==> config.mk <==
export PLATFORM = sky130hd
export DESIGN_NAME = cpu_control_fsm
export DESIGN_NICKNAME = d
export VERILOG_FILES = /design/src/rtl/cpu_ctrl_pkg.sv /design/src/rtl/cpu_branch_eval.sv /design/src/rtl/cpu_control_fsm.sv
export SDC_FILE = /design/constraint.sdc
export NUM_CORES = 1
export LEC_CHECK = 0
export CAP_MARGIN = 20
export CORE_MARGIN = 5
export CORE_UTILIZATION = 33
export CTS_CLUSTER_DIAMETER = 40
export DETAILED_ROUTE_END_ITERATION = 8
export GPL_TIMING_DRIVEN = 0
export PLACE_DENSITY = 0.82
export SLEW_MARGIN = 5
export SYNTH_ARGS = -nofsm -noshare
export SYNTH_HDL_FRONTEND = slang
export SYNTH_SLANG_ARGS = --single-unit
==> constraint.sdc <==
create_clock -name clk_pi -period 4.1 [get_ports clk_pi]
set_input_delay 1.23 -clock clk_pi [delete_from_list [all_inputs] [get_ports clk_pi]]
set_output_delay 1.23 -clock clk_pi [all_outputs]
set_load 0.1 [all_outputs]
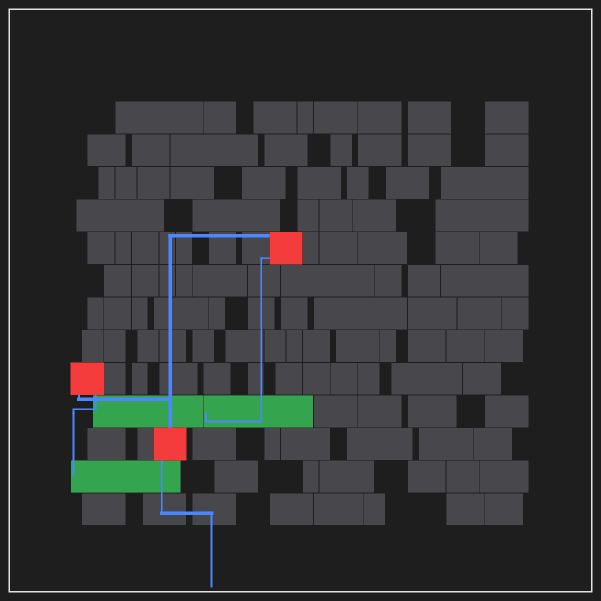
Run 1: routed clock nets over the placement
(12 px per um)
clock wires -> blue  # length 83.5 um
clock drivers -> red  # count 3
flip-flops -> green  # count 3
routed clock nets = 4
latest clock arrival within the worst-skew pair: 0.24 ns
clock skew: 0.00675 ns
clock share of power: 0.078
Clock group: 54.6 uW

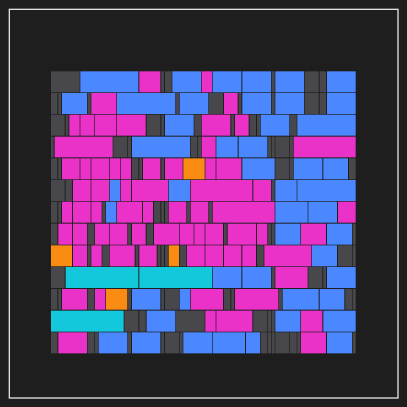
Run 1: cell classes on the final placement
(8 px per um) Fill, decap, tap and diode cells in grey.
clock drivers and dummy loads -> orange  # cells 4, share of their area 2.4%
other buffers and delay cells -> blue  # cells 47, share of their area 44%
combinational and other logic -> magenta  # cells 68, share of their area 47%
flops -> cyan  # cells 3, share of their area 6.8%
fraction of standard cell area that is sequential: 0.0670
fin area: 1120 um2
Site Rows: 13
Core Box Area: 1350 um2

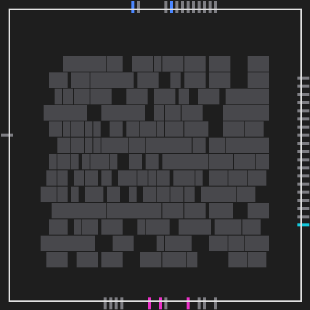
Run 1: I/O pins on the die edge
(6 px per um) Pins as bars across the die edge, other pins in grey.
load_pi -> cyan  # pins 1, direction input, edge right
pc_src_po -> blue  # pins 2, direction output, edge top
state_po -> magenta  # pins 3, direction output, edge bottom
all pins by edge = 19 right, 12 top, 11 bottom, 1 left
PortBufs: 41
DIE HEIGHT: 48.4 um
Die Width: 48.4 um

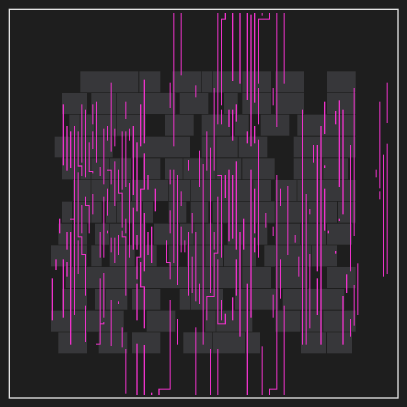
Run 1: met2 routing
(8 px per um)
longest straight run = 29.2 um
share of all routed wire = 52%
main direction = vertical
nets with wire on the layer = 128
GRT met2 Usage: 0.309
DR vias: 751
Routed WL: 2220 um

==> impl_metrics.yaml, run 1 <==
# flow metrics
status:
  status: "complete, but fails checks"
  violations: "negative setup slack"
global_routing:
  grt-busiest-layer: "met2"
  grt_remaining_overflow: 0
  met1_usage: 0.228
  track_usage: 0.185
  grt_use_met3: 0.0581
  grt_max_degree: 11
routing:
  avgRoutedWirePerCell_um: 16.2
  routed.top_layer: "met4"
  dr_wl_met2_um: 1160
  drtIter0Drc: 21
  wl_met3_um: 143
  drtPass1Iterations: 4
  drtAntennaViolNets: 0
setup_path:
  crit_type: "in -> out"
  crit_family: "simple AND/OR/NAND/NOR gates"
  crit_required_ns: 2.87
  cp_data_arrival_time_ns: 2.90
  worst-path-max-fanout: 5
  cp.buffers_inverters: 2
  r2r_slack_ns: 2.75
  worstRegToRegCells: 5
logic_synthesis:
  yosys.area_share.adder: 0
  top_area_cell: "dfrtp_1"
  synth_seq_share: 0.154
  ys_top_logic_family: "simple AND/OR/NAND/NOR gates"
  flop_cell: "dfrtp_1"
  synth_flop_count: 3
  top_cell: "nor2_1"
  synthesis.area_um2: 487
  top_cell_area_share: 0.154
  ys_warn_count: 0
  yosys_cells: 75
  syn_avg_cell_area_um2: 6.49
  mux_share: 0
cts:
  cts.sinks: 3
  cts-root-buf: "clkbuf_4"
  htreeDepth: 1
  cts-resized-gates: 75
placed_design:
  place_inst: 131
  dp_slack_ns: -1.10
  gp_congestion: 0.875
sta:
  fin_ws_ns: -0.0280
  slew_violations: 0
  rsz0062_at_grt: "yes"
  whs_ns: 0.680
  hold_violations: 0
  fin_crit_ns: 4.13
  setup_viol: 1
  tightest_slew_ns: 0.971
  finalClockPeriodUsage: 1.01
run:
  cap_violations: 0
final_layout:
  nets: 148
  finalNonFillerCells: 137
  diodes: 0
  lay_top_cells: "clkdlybuf4s50_1, dlygate4sd2_1, nand2b_1, o21ai_0, nand2_1"
  buffer_area_frac: 0.435
  nFillCells: 90
  inverters: 4
  lay_top_count: "clkdlybuf4s50_1"
  seqCellArea_um2: 75.1
  largest_class: "logic gates"
  ff_count: 3
  drive_above_1_share: 0.320
power:
  maxPowerGroup: "combinational cells"
  p_comb_frac: 0.838
  netSwitchingFraction: 0.648
  switching_power_uw: 454
  pwr_density_cell_nw_per_um2: 626
worst_hold_path:
  hold_depth: 2
  hp-class: "reg -> reg"
die:
  tap_cells: 15
==> run 2: changes to the inputs <==
CORE_UTILIZATION = 27   (was 33)
PLACE_DENSITY = 0.72   (was 0.82)
REMOVE_ABC_BUFFERS = 1   (was not set)
clock period = 3.6 ns   (was 4.1 ns; I/O delays follow)
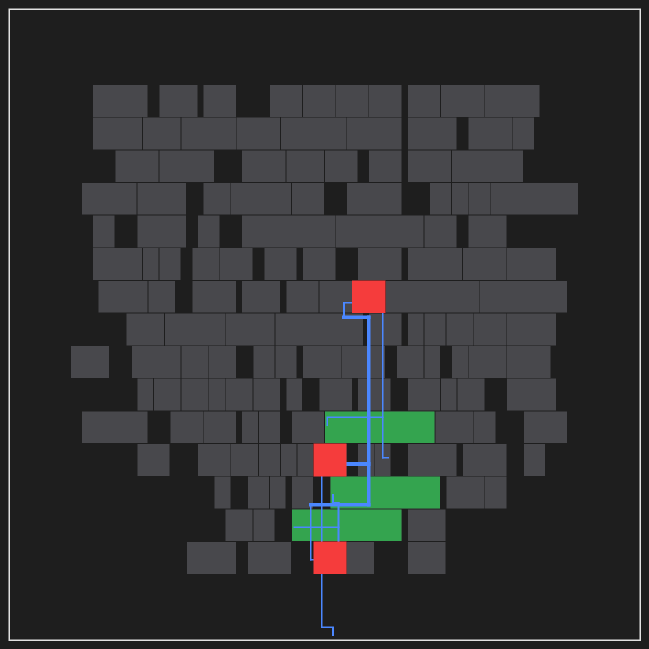
Run 2: routed clock nets over the placement
(12 px per um)
clock drivers -> red  # count 3
clock wires -> blue  # length 76.7 um
flip-flops -> green  # count 3
routed clock nets = 4
clock share of power: 0.080
clock skew: 0.00519 ns
Clock group: 61.4 uW

==> run 2 against run 1 <==
Net effect: the flow still finishes with violations (negative setup slack); setup slack worse by 0.027 ns; combinational power grew 3%; via count is 20% higher; design area is 12% higher; register-to-register slack worse by 0.61 ns; utilization fell by 10 points; sequential share of layout area shrank 0.72 points; clock-buffer cell count did not move; routed wire length rose by 33%; synthesized area stayed put; largest power group unchanged.
==> impl_metrics.yaml, run 2 <==
# flow metrics
status:
  status: "complete, but fails checks"
  violations: "negative setup slack"
power:
  p_comb_frac: 0.784
  ir_worst_vdd_mv: 0.448
  switching_power_uw: 509
  pwr_density_cell_nw_per_um2: 614
  p_int_uw: 262
  netSwitchingFraction: 0.660
  maxPowerGroup: "combinational cells"
setup_path:
  r2r_slack_ns: 2.14
  worst-path-max-fanout: 4
  crit_type: "in -> out"
  crit_family: "simple AND/OR/NAND/NOR gates"
  cp.buffers_inverters: 2
  worstRegToRegCells: 4
  crit_path_end_kind: "output pin"
  cp_data_arrival_time_ns: 2.58
final_layout:
  drive_above_1_share: 0.453
  seqCellArea_um2: 75.1
  nets: 165
  finalNonFillerCells: 165
  largest_reg_flops: 3
  diodes: 1
  fin_area_um2: 1250
  largest_class: "non-clock buffers"
  inverters: 4
  seq_area_frac: 0.0598
  lay_top_count: "buf_4"
  nFillCells: 117
  buffer_area_frac: 0.506
worst_hold_path:
  hold_depth: 2
logic_synthesis:
  flop_cell: "dfrtp_1"
  ys_top_logic_family: "simple AND/OR/NAND/NOR gates"
  top_area_cell: "dfrtp_1"
  mux_share: 0
  synth_seq_share: 0.154
  xor_area_frac: 0.0180
  yosys_cells: 75
  ys_warn_count: 0
  syn_avg_cell_area_um2: 6.49
  top_cell_area_share: 0.154
cts:
  cts.sinks: 3
  hold_buffers: 0
  htreeDepth: 1
  clkLatencyLatePin_ns: 0.24
  cts-root-buf: "clkbuf_4"
  cts-resized-gates: 110
routing:
  vias: 899
  wl_met3_um: 246
  dr_wl_met2_um: 1580
  drtPass1Iterations: 4
  drtIter0Drc: 25
  drtAntennaViolNets: 0
  avgRoutedWirePerCell_um: 18.0
  wirelength_um: 2960
sta:
  tightest_slew_ns: 0.971
  whs_ns: 0.783
  fin_crit_ns: 3.66
  rsz0062_at_grt: "yes"
  fin_ws_ns: -0.0553
  hold_violations: 0
  setup_viol: 4
die:
  boundaryPins: 43
  die_x_um: 52.5
  fp.coreArea_um2: 1730
  die_h_um: 52.5
  tap_cells: 25
  rows: 15
global_routing:
  grt_remaining_overflow: 0
  grt_use_met3: 0.0399
  track_usage: 0.193
  grt-busiest-layer: "met2"
  use_met2: 0.335
placed_design:
  place_inst: 138
  gp_congestion: 0.732
  postPlaceCellArea_um2: 923
  dp_slack_ns: -1.31
run:
  cap_violations: 0
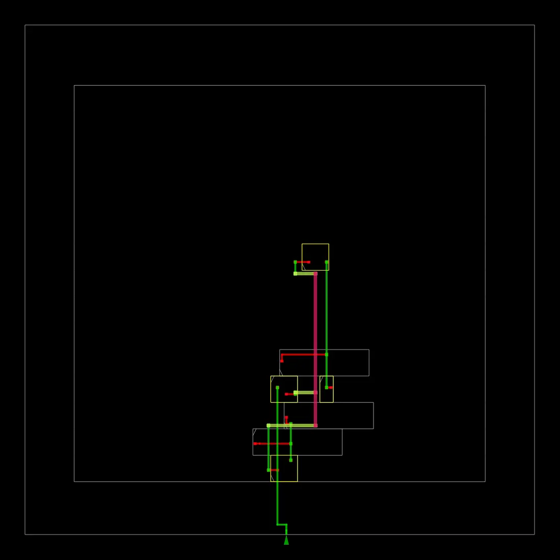
Run 2: clock nets
sequential cells: 3
layout clock buffer count: 4

Power figures rest on the tool's default switching activity, not on a simulated workload.
